<file path="config.mk">
export PLATFORM = sky130hd
export DESIGN_NAME = serial_adder
export DESIGN_NICKNAME = d
export VERILOG_FILES = /design/src/rtl/serial_adder.sv
export SDC_FILE = /design/constraint.sdc
export NUM_CORES = 1
export LEC_CHECK = 0
export CORE_ASPECT_RATIO = 0.75
export CORE_UTILIZATION = 55
export CTS_CLUSTER_DIAMETER = 30
export DETAILED_ROUTE_END_ITERATION = 8
export GPL_TIMING_DRIVEN = 0
export PLACE_DENSITY = 0.83
export SLEW_MARGIN = 0
export SYNTH_ARGS = -nofsm -noshare
export SYNTH_HDL_FRONTEND = slang
export SYNTH_SLANG_ARGS = --single-unit
</file>
<file path="constraint.sdc">
create_clock -name clk -period 3.5 [get_ports clk]
set_clock_uncertainty 0.05 [all_clocks]
set_input_delay 0.875 -clock clk [delete_from_list [all_inputs] [get_ports clk]]
set_output_delay 0.875 -clock clk [all_outputs]
set_load 0.01 [all_outputs]
</file>
<file path="src/rtl/serial_adder.sv">
// serial_adder: bit-serial WIDTH-bit adder using one full-adder cell plus a carry flop.
// Ports: clk/rst (async active-high); start/a/b/cin request, captured while ready;
//        ready/busy/done status; sum/cout registered result, updated only on DONE entry.
// Latency: WIDTH RUN cycles after the accepted start edge, then one DONE cycle.
module serial_adder #(
  parameter int WIDTH = 8
) (
  input  logic             clk,
  input  logic             rst,
  input  logic             start,
  input  logic [WIDTH-1:0] a,
  input  logic [WIDTH-1:0] b,
  input  logic             cin,
  output logic             ready,
  output logic             busy,
  output logic             done,
  output logic [WIDTH-1:0] sum,
  output logic             cout
);

  localparam int CW = (WIDTH > 1) ? $clog2(WIDTH) : 1;
  localparam logic [CW-1:0] LAST = CW'(WIDTH - 1);

  typedef enum logic [1:0] {
    IDLE = 2'd0,
    RUN  = 2'd1,
    DONE = 2'd2
  } state_t;

  state_t           state;
  state_t           state_nxt;
  logic [WIDTH-1:0] a_sr;
  logic [WIDTH-1:0] b_sr;
  logic [WIDTH-1:0] res_sr;
  logic             c;
  logic [CW-1:0]    cnt;

  logic             s;
  logic             c_nxt;
  logic             last;
  logic             accept;

  // The single full-adder cell operating on the current LSBs.
  always_comb begin
    s      = a_sr[0] ^ b_sr[0] ^ c;
    c_nxt  = (a_sr[0] & b_sr[0]) | (a_sr[0] & c) | (b_sr[0] & c);
    last   = (cnt == LAST);
    accept = (state == IDLE) && start;
  end

  always_ff @(posedge clk or posedge rst) begin
    if (rst) begin
      state <= IDLE;
    end else begin
      state <= state_nxt;
    end
  end

  always_comb begin
    state_nxt = state;
    case (state)
      IDLE:    if (start) state_nxt = RUN;
      RUN:     if (last)  state_nxt = DONE;
      DONE:    state_nxt = IDLE;
      default: state_nxt = IDLE;
    endcase
  end

  assign ready = (state == IDLE);
  assign busy  = (state == RUN);
  assign done  = (state == DONE);

  always_ff @(posedge clk or posedge rst) begin
    if (rst) begin
      a_sr   <= '0;
      b_sr   <= '0;
      res_sr <= '0;
      c      <= 1'b0;
      cnt    <= '0;
      sum    <= '0;
      cout   <= 1'b0;
    end else if (accept) begin
      a_sr <= a;
      b_sr <= b;
      c    <= cin;
      cnt  <= '0;
    end else if (state == RUN) begin
      a_sr   <= {1'b0, a_sr[WIDTH-1:1]};
      b_sr   <= {1'b0, b_sr[WIDTH-1:1]};
      // Sum bits enter at the MSB, so after WIDTH steps bit 0 lands at index 0.
      res_sr <= {s, res_sr[WIDTH-1:1]};
      c      <= c_nxt;
      cnt    <= cnt + CW'(1);
      if (last) begin
        // Publish the result including the bit being computed this edge.
        sum  <= {s, res_sr[WIDTH-1:1]};
        cout <= c_nxt;
      end
    end
  end

endmodule
</file>
**Run 1: register map, names as in the netlist**

Other sequential cells in the stronger grey, the rest of the logic in the fainter grey.
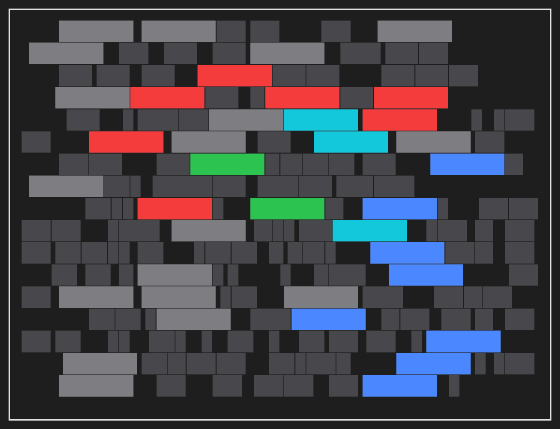
`state` -> green  # sequential cells 2
`b_sr` -> blue  # sequential cells 8
`cnt` -> cyan  # sequential cells 3
`res_sr` -> red  # sequential cells 7
not coloured = 18

**Run 1: gate families picked out**

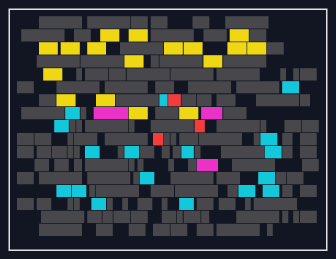
mux cells -> yellow  # cells 17, most used mux2_2
nand cells -> red  # cells 3, most used nand2b_1
fa/ha/maj cells -> magenta  # cells 3, most used ha_1
aoi and oai cells -> cyan  # cells 17, most used a221oi_1

**Run 1: clock wires, drivers and flops**

Scale bar: 20 um.
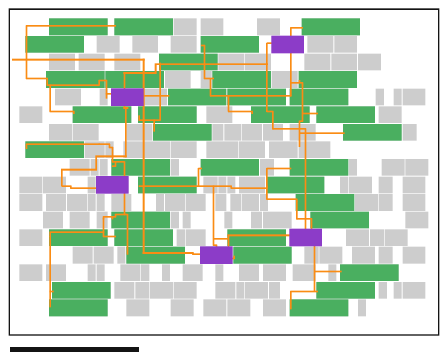
clock wires -> orange  # length 454 um
flip-flops -> green  # count 38
clock-net drivers -> purple  # count 5
routed clock nets = 6
clock network power: 0.000303 W
clock network latency to the later pin of the worst-skew pair: 0.29 ns
Clock Power Share: 16.4%

**Run 1: placement by cell class**

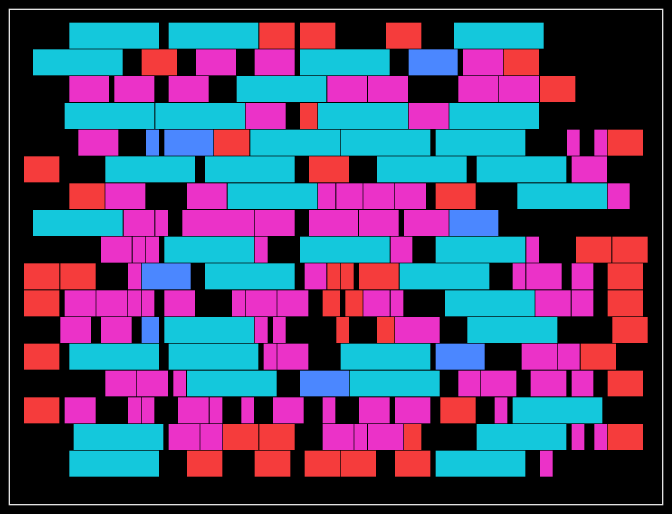
remaining buffers and delay cells -> red  # cells 42, share of their area 18%
registers -> cyan  # cells 38, share of their area 45%
clock drivers and dummy loads -> blue  # cells 8, share of their area 4.3%
remaining logic cells -> magenta  # cells 88, share of their area 32%

==> ci_impl_report.md, run 1 <==
### Metrics collected by this job

| Metric | Value |
|---|---|
| Outcome | `finished, final reports clean` |
| Final Hold Vio Count | `0` |
| Area share, top type | `a little under three fifths` |
| Detailed-route DRC error count | `0` |
| Tot Pwr | `0.00185 W` |
| Count of cells along the worst register-to-register path | `5` |
| Logic gate share of total power | `between 40% and 50%` |
| Switching component of the power | `roughly 0.0006 W` |
| Overflow after GRT | `0` |
| Mi-comb count | `a little over 70` |
| First drt pass iteration count | `4` |
| Proportion of synthesized flip-flops having asynchronous set or reset | `100%` |
| Placer's final routability congestion estimate | `around 0.78` |
| Max Clock Freq | `roughly 0.35 GHz` |
| Net count, final | `~200` |
| Sequential fraction of design power | `around two fifths` |
| Worst Setup Path Type | `reg -> out` |
| LEAKAGE | `0.944 nW` |
| Count of different cell masters after synthesis | `20` |
| Longest individual stage delay on the worst path | `0.65 ns` |
| Arrival @ worst endpoint | `around 1.9 ns` |
| Count of maximum capacitance violations | `0` |
| Power per cell area | `around 860 nW/um^2` |
| Placed insts | `about 210` |
[run 1: worst max-delay path by stage]
| stage | start | end | slack (ns) |
|---|---|---|---|
| 2_1_floorplan | rst | a_sr[0] | 1.71 |
| 3_3_place_gp | rst | a_sr[4] | 0.96 |
| 3_5_place_dp | rst | a_sr[4] | 0.94 |
| 4_1_cts | state[0] | ready | 0.67 |
| 5_1_grt | state[0] | ready | 0.57 |
| 6_report | state[0] | ready | 0.68 |
[run 1: power by group through the flow]
stage	registers (W)	logic, W	clock network, W
floorplan	0.000761	0.000514	0
global placement	0.000754	0.000746	0
detailed placement	0.000770	0.000790	0
CTS	0.000763	0.000791	0.000309
global route	0.000789	0.000860	0.000328
finish	0.000762	0.000781	0.000303
[run 1: registers in the layout, indices dropped and copies added (netlist names)]
name    cells
a_sr        8
b_sr        8
c           1
cnt         3
cout        1
res_sr      7
state       2
sum         8
[run 1: cell families after synthesis]
| kind of cell | after synthesis | share of synthesized area [%] |
|---|---|---|
| AOI/OAI and AO/OA | 21 | 11.1 |
| adders and majority gates | 3 | 2.64 |
| buffers and inverters | 28 | 7.86 |
| DFF | 38 | 55.8 |
| muxes | 17 | 11.2 |
| and+or+nand+nor | 30 | 11.4 |
[run 1: layer usage]
layer  global-route usage (%)  vias up  routed length (um)
met5                        0        -                   0
met4                     10.6        0                  37
met3                     8.18        4                 173
met2                     36.1       38                1520
met1                     30.8      595                1540
li1                         -      563                   -
[run 1: worst register-to-register path, delay by kind of cell (launching register included)]
| kind | cells | cell delay (ns) |
|---|---|---|
| adders and majority gates | 2 | 0.42 |
| buffers and inverters | 1 | 0.25 |
| DFF | 1 | 0.40 |
| muxes | 1 | 0.37 |
| and+or+nand+nor | 1 | 0.09 |
**Run 1: clock wiring as the flow saved it**

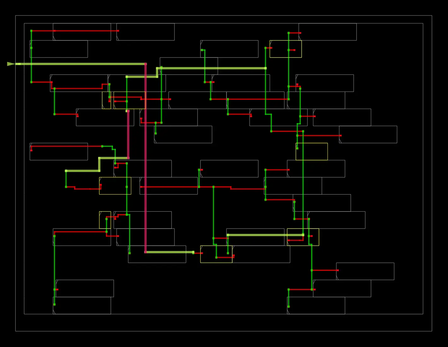

==> run 2, diff against run 1 <==
--- a/config.mk
+++ b/config.mk
@@ -6,11 +6,11 @@
 export NUM_CORES = 1
 export LEC_CHECK = 0
 export CORE_ASPECT_RATIO = 0.75
-export CORE_UTILIZATION = 55
+export CORE_UTILIZATION = 46
 export CTS_CLUSTER_DIAMETER = 30
 export DETAILED_ROUTE_END_ITERATION = 8
 export GPL_TIMING_DRIVEN = 0
-export PLACE_DENSITY = 0.83
+export PLACE_DENSITY = 0.74
 export SLEW_MARGIN = 0
 export SYNTH_ARGS = -nofsm -noshare
 export SYNTH_HDL_FRONTEND = slang
==> constraint.sdc (replaced) <==
create_clock -name clk -period 2.28 [get_ports clk]
set_clock_uncertainty 0.05 [all_clocks]
set_input_delay 0.57 -clock clk [delete_from_list [all_inputs] [get_ports clk]]
set_output_delay 0.57 -clock clk [all_outputs]
set_load 0.01 [all_outputs]
**Run 2: clock wiring as the flow saved it**

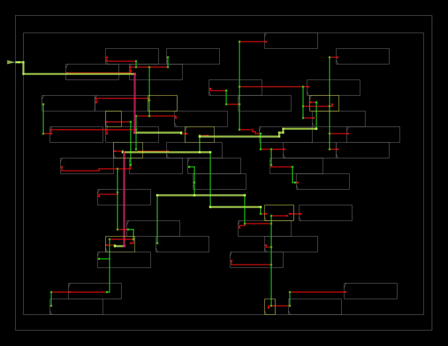
number of sinks driven by the clock tree: 38
clock network power: 0.000488 W

==> run 2 against run 1 <==
  * Synthesized cell count did not move
  * Largest power group unchanged
  * Combinational power rose by 56%
  * Highest routed layer unchanged
  * Largest cell class unchanged
  * Count of clock-buffer cells in the layout fell by 1
  * Worst hold slack improved by 0.0017 ns
  * Utilization fell by 8.2 points
  * Critical path depth did not move
  * Critical endpoint unchanged
  * Power rose by 56%
  * Setup slack got worse by 0.59 ns
  * Clock power rose by 61%
==> ci_impl_report.md, run 2 <==
### Metrics collected by this job

| Metric | Value |
|---|---|
| Placed insts | `219 (+6.3%)` |
| Number of CTS-inserted buffers | `5` |
| Non-clock buffers | `approximately 43` |
| Wire length of the first global-routing pass | `~5600 um` |
| Outcome | `finished, final reports clean` |
| Registers with the highest flip-flop counts | `a_sr (8), b_sr (8), sum (8)` |
| Count of different cell masters after synthesis | `20 (unchanged)` |
| Proportion of synthesized flip-flops having asynchronous set or reset | `100% (unchanged)` |
| Detailed-route DRC error count | `0 (unchanged)` |
| Largest area class, layout | `sequential cells` |
| Simple Share, Synth | `11.4% (unchanged)` |
| Relative slew margins | `59.3%` |
| LEAKAGE | `0.978 nW (+3.6%)` |
| Count of cells along the worst register-to-register path | `5 (unchanged)` |
| Adder share | `2.64% (unchanged)` |
| XORs/XNORs by Area | `0% (unchanged)` |
| CTS tree | `done` |
| Power per cell area | `1300 nW/um^2 (+51%)` |
| Area fraction in compound gates after synthesis | `11.1% (unchanged)` |
| Arrival @ worst endpoint | `1.57 ns (-0.32 ns)` |
| Final Hold Vio Count | `0 (unchanged)` |
| Max Clock Freq | `0.456 GHz` |
| Mi-comb count | `71 (unchanged)` |
| Relative area change from synthesis to final layout | `30.0%` |
| Worst Setup Path Type | `reg -> out` |
| Number of warnings the tools reported | `26` |
| Number of synthesized flops with an enable pin | `0` |
| Crit path to | `ready` |
| First drt pass iteration count | `5 (+1)` |
| Net count, final | `199 (+0.51%)` |
| Beginning of the critical path | `state[0]` |
| Count of maximum capacitance violations | `0 (unchanged)` |
| Non-clock buffering overhead | `18.7%` |
| Overflow after GRT | `0 (unchanged)` |
| Bufs on Longest Clock Path | `2` |
| Worst path required time | `between 1.5 and 2 ns` |
| Comb area leader | `simple AND/OR/NAND/NOR gates` |
| Clock network latency to the later pin of the worst-skew pair | `0.29 ns (about the same)` |
**Run 2: placement by cell class**

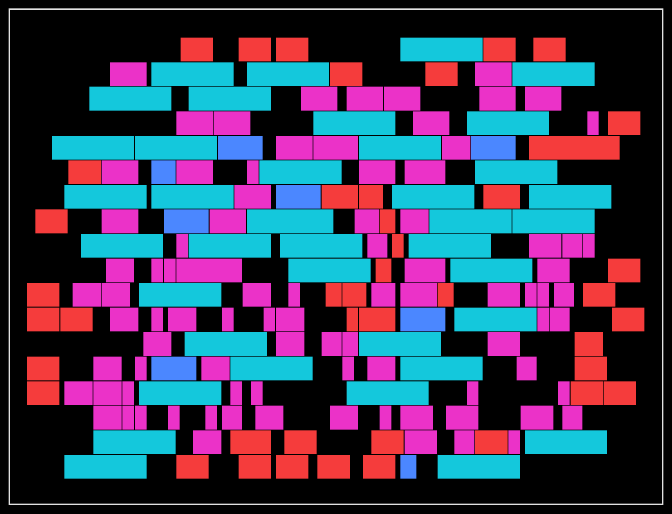
clock drivers and dummy loads -> blue  # cells 8, share of their area 4.4%
remaining logic cells -> magenta  # cells 88, share of their area 32%
registers -> cyan  # cells 38, share of their area 44%
remaining buffers and delay cells -> red  # cells 43, share of their area 19%
sequential cell area share: 43.0%
post-route cell area: 2220 sq um
post-layout utilization of the core: 65.2%
Core Rows: 18
Floorplan Core Area: 3400 sq um

-- run 2: repair_timing --
action,CTS,global route
setup endpoints to repair,3,1
gates resized,7,1
hold endpoints to repair,0,0
-- run 2: worst max-delay path, cell delays in order, from the launching register on --
cell                              delay, ns
sky130_fd_sc_hd__dfrtp_1               0.38
sky130_fd_sc_hd__buf_6                 0.13
sky130_fd_sc_hd__nor2_4                0.19
sky130_fd_sc_hd__clkdlybuf4s50_1       0.58
-- run 2: cell families after synthesis --
| kind of cell | count (synthesis) |
|---|---|
| and+or+nand+nor | 30 |
| muxes | 17 |
| buffers and inverters | 28 |
| AOI/OAI and AO/OA | 21 |
| adders and majority gates | 3 |
| DFF | 38 |
-- run 2: how the worst min path moves through the flow --
stage	startpoint	endpoint	slack (ns)
finish	sum[3]	sum[3]	0.46
global route	sum[5]	sum[5]	0.47
CTS	sum[3]	sum[3]	0.46
detailed placement	sum[3]	sum[3]	0.44
global placement	b_sr[7]	b_sr[7]	0.43
floorplan	a_sr[7]	a_sr[7]	0.42
-- run 2: stage by stage --
stage          power [W]  util [%]
2_1_floorplan    0.00196         -
3_3_place_gp     0.00231      61.1
3_5_place_dp     0.00239      61.9
4_1_cts          0.00289      65.1
5_1_grt          0.00305      65.2
6_report         0.00287      65.2
-- run 2: power breakdown --
part,switching [W],internal (W),leakage [nW]
Combinational,0.000534,0.000682,0.496
Clock,0.000244,0.000243,0.0472
Sequential,0.000175,0.000995,0.435
Total,0.000953,0.00192,0.978
-- run 2: metal layers --
metal / part of all wire, % / global-route usage [%] / vias up
li1: - / - / 570
met1: 47 / 23.7 / 617
met2: 46 / 33.8 / 39
met3: 6.6 / 5.16 / 4
met4: 0.78 / 7.19 / 0
met5: 0 / 0 / -
==> run 3, diff against run 2 <==
--- a/config.mk
+++ b/config.mk
@@ -5,10 +5,12 @@
 export SDC_FILE = /design/constraint.sdc
 export NUM_CORES = 1
 export LEC_CHECK = 0
+export CAP_MARGIN = 10
 export CORE_ASPECT_RATIO = 0.75
 export CORE_UTILIZATION = 46
 export CTS_CLUSTER_DIAMETER = 30
 export DETAILED_ROUTE_END_ITERATION = 8
+export GPL_ROUTABILITY_DRIVEN = 1
 export GPL_TIMING_DRIVEN = 0
 export PLACE_DENSITY = 0.74
 export SLEW_MARGIN = 0
**Run 3: clock wires, drivers and flops**

Scale bar: 20 um.
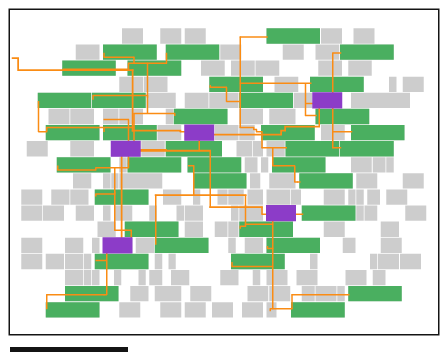
clock wires -> orange  # length 470 um
clock-net drivers -> purple  # count 5
flip-flops -> green  # count 38
routed clock nets = 6
flops lie = spread over the die

**Run 3: gate families picked out**

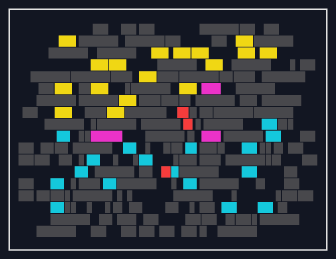
nand cells -> red  # cells 3, most used nand2b_1
mux cells -> yellow  # cells 17, most used mux2_2
aoi and oai cells -> cyan  # cells 17, most used a221oi_1
fa/ha/maj cells -> magenta  # cells 3, most used ha_1

==> run 3 against run 2 <==
  * Wire length did not move
  * Largest cell class unchanged
  * Critical endpoint unchanged
  * Global-route usage did not move
  * Final cell count did not move
  * Clock power barely moved
  * Sequential power barely moved
  * Die area did not move
  * Sequential share of layout area did not move
  * Maximum frequency did not move
  * Register-to-register slack barely moved
==> ci_impl_report.md, run 3 <==
### Metrics collected by this job

| Metric | Value |
|---|---|
| Outcome | `finished, final reports clean` |
| Power per cell area | `1300 nW/um^2 (unchanged)` |
| Worst Setup Path Type | `reg -> out` |
| Relative slew margins | `59.3% (unchanged)` |
| Floorplan Core Area | `3400 sq um (unchanged)` |
| Highest-delay cell along the critical path | `sky130_fd_sc_hd__clkdlybuf4s50_1` |
| Count of different cell masters after synthesis | `20 (unchanged)` |
| Net count, final | `199 (unchanged)` |
| Number of warnings the tools reported | `26 (unchanged)` |
| Overflow after GRT | `0 (unchanged)` |
| Detailed-route DRC error count | `0 (unchanged)` |
| CTS tree | `done` |
| Core Rows | `18 (unchanged)` |
| Max Clock Freq | `0.456 GHz (unchanged)` |
| Tot Pwr | `0.00287 W (unchanged)` |
| Post-route cell area | `2220 sq um (unchanged)` |
| Registers with the highest flip-flop counts | `a_sr (8), b_sr (8), sum (8)` |
| Worst path required time | `1.66 ns (about the same)` |
| Relative area change from synthesis to final layout | `30.0% (unchanged)` |
| Number of synthesized flops with an enable pin | `0 (unchanged)` |
| Wire length of the first global-routing pass | `5620 um (unchanged)` |
| Bufs on Longest Clock Path | `2 (unchanged)` |
| Count of maximum capacitance violations | `0 (unchanged)` |
| LEAKAGE | `0.978 nW (unchanged)` |
| First drt pass iteration count | `5 (unchanged)` |
| Number of sinks driven by the clock tree | `38 (unchanged)` |
| Cell type group with the largest total delay on the critical path | `buffers and inverters` |
| Sum of buffers and inverters on the critical path | `2 (unchanged)` |
-- run 3: final cells by class --
| cell class | instances | area [sq um] |
|---|---|---|
| fillers | 268 | 1180 |
| flip-flops and latches | 38 | 952 |
| multi-input cells | 71 | 627 |
| repair buffers | 32 | 339 |
| clock buffers | 6 | 82.6 |
| plain buffers | 11 | 76.3 |
| inverters | 17 | 63.8 |
| well taps | 50 | 62.6 |
| clock inverters | 2 | 12.5 |
-- run 3: routing by layer --
layer  vias to the layer above  track usage, %  share of wire [%]
met4                         0            7.19               0.78
met1                       617            23.7                 47
met2                        39            33.8                 46
li1                        570               -                  -
met3                         4            5.16                6.6
met5                         -               0                  0
-- run 3: repair_timing --
item,CTS,global route
gates resized,7,1
pin swaps,0,0
endpoints found under the setup margin,3,1
-- run 3: worst paths after layout --
path / cells after the start / end / startpoint / slack [ns]
worst min-delay path: 1 / sum[3] / sum[3] / 0.46
worst max register to register: 5 / sum[4] / cnt[0] / 0.63
min in group asynchronous: 2 / res_sr[1] / rst / 0.60
worst max-delay path: 3 / ready / state[0] / 0.09
max in group asynchronous: 3 / state[1] / rst / 1.04
worst min register to register: 1 / sum[3] / sum[3] / 0.46
-- run 3: cells by family (layout without fill, tap and decap cells) --
kind of cell | count (synthesis) | count (layout) | synth area share (%)
adder cells (fa/ha/maj) | 3 | 3 | 2.64
AND/OR/NAND/NOR | 30 | 30 | 11.4
AND-OR/OR-AND | 21 | 21 | 11.1
buffers and inverters | 28 | 68 | 7.86
multiplexers | 17 | 17 | 11.2
flip-flops | 38 | 38 | 55.8
-- run 3: power by group --
group	internal, W	switching, W	total (W)
clock	0.000243	0.000244	0.000488
sequential	0.000995	0.000175	0.00117
combinational	0.000682	0.000534	0.00122
Power figures rest on the tool's default switching activity, not on a simulated workload.
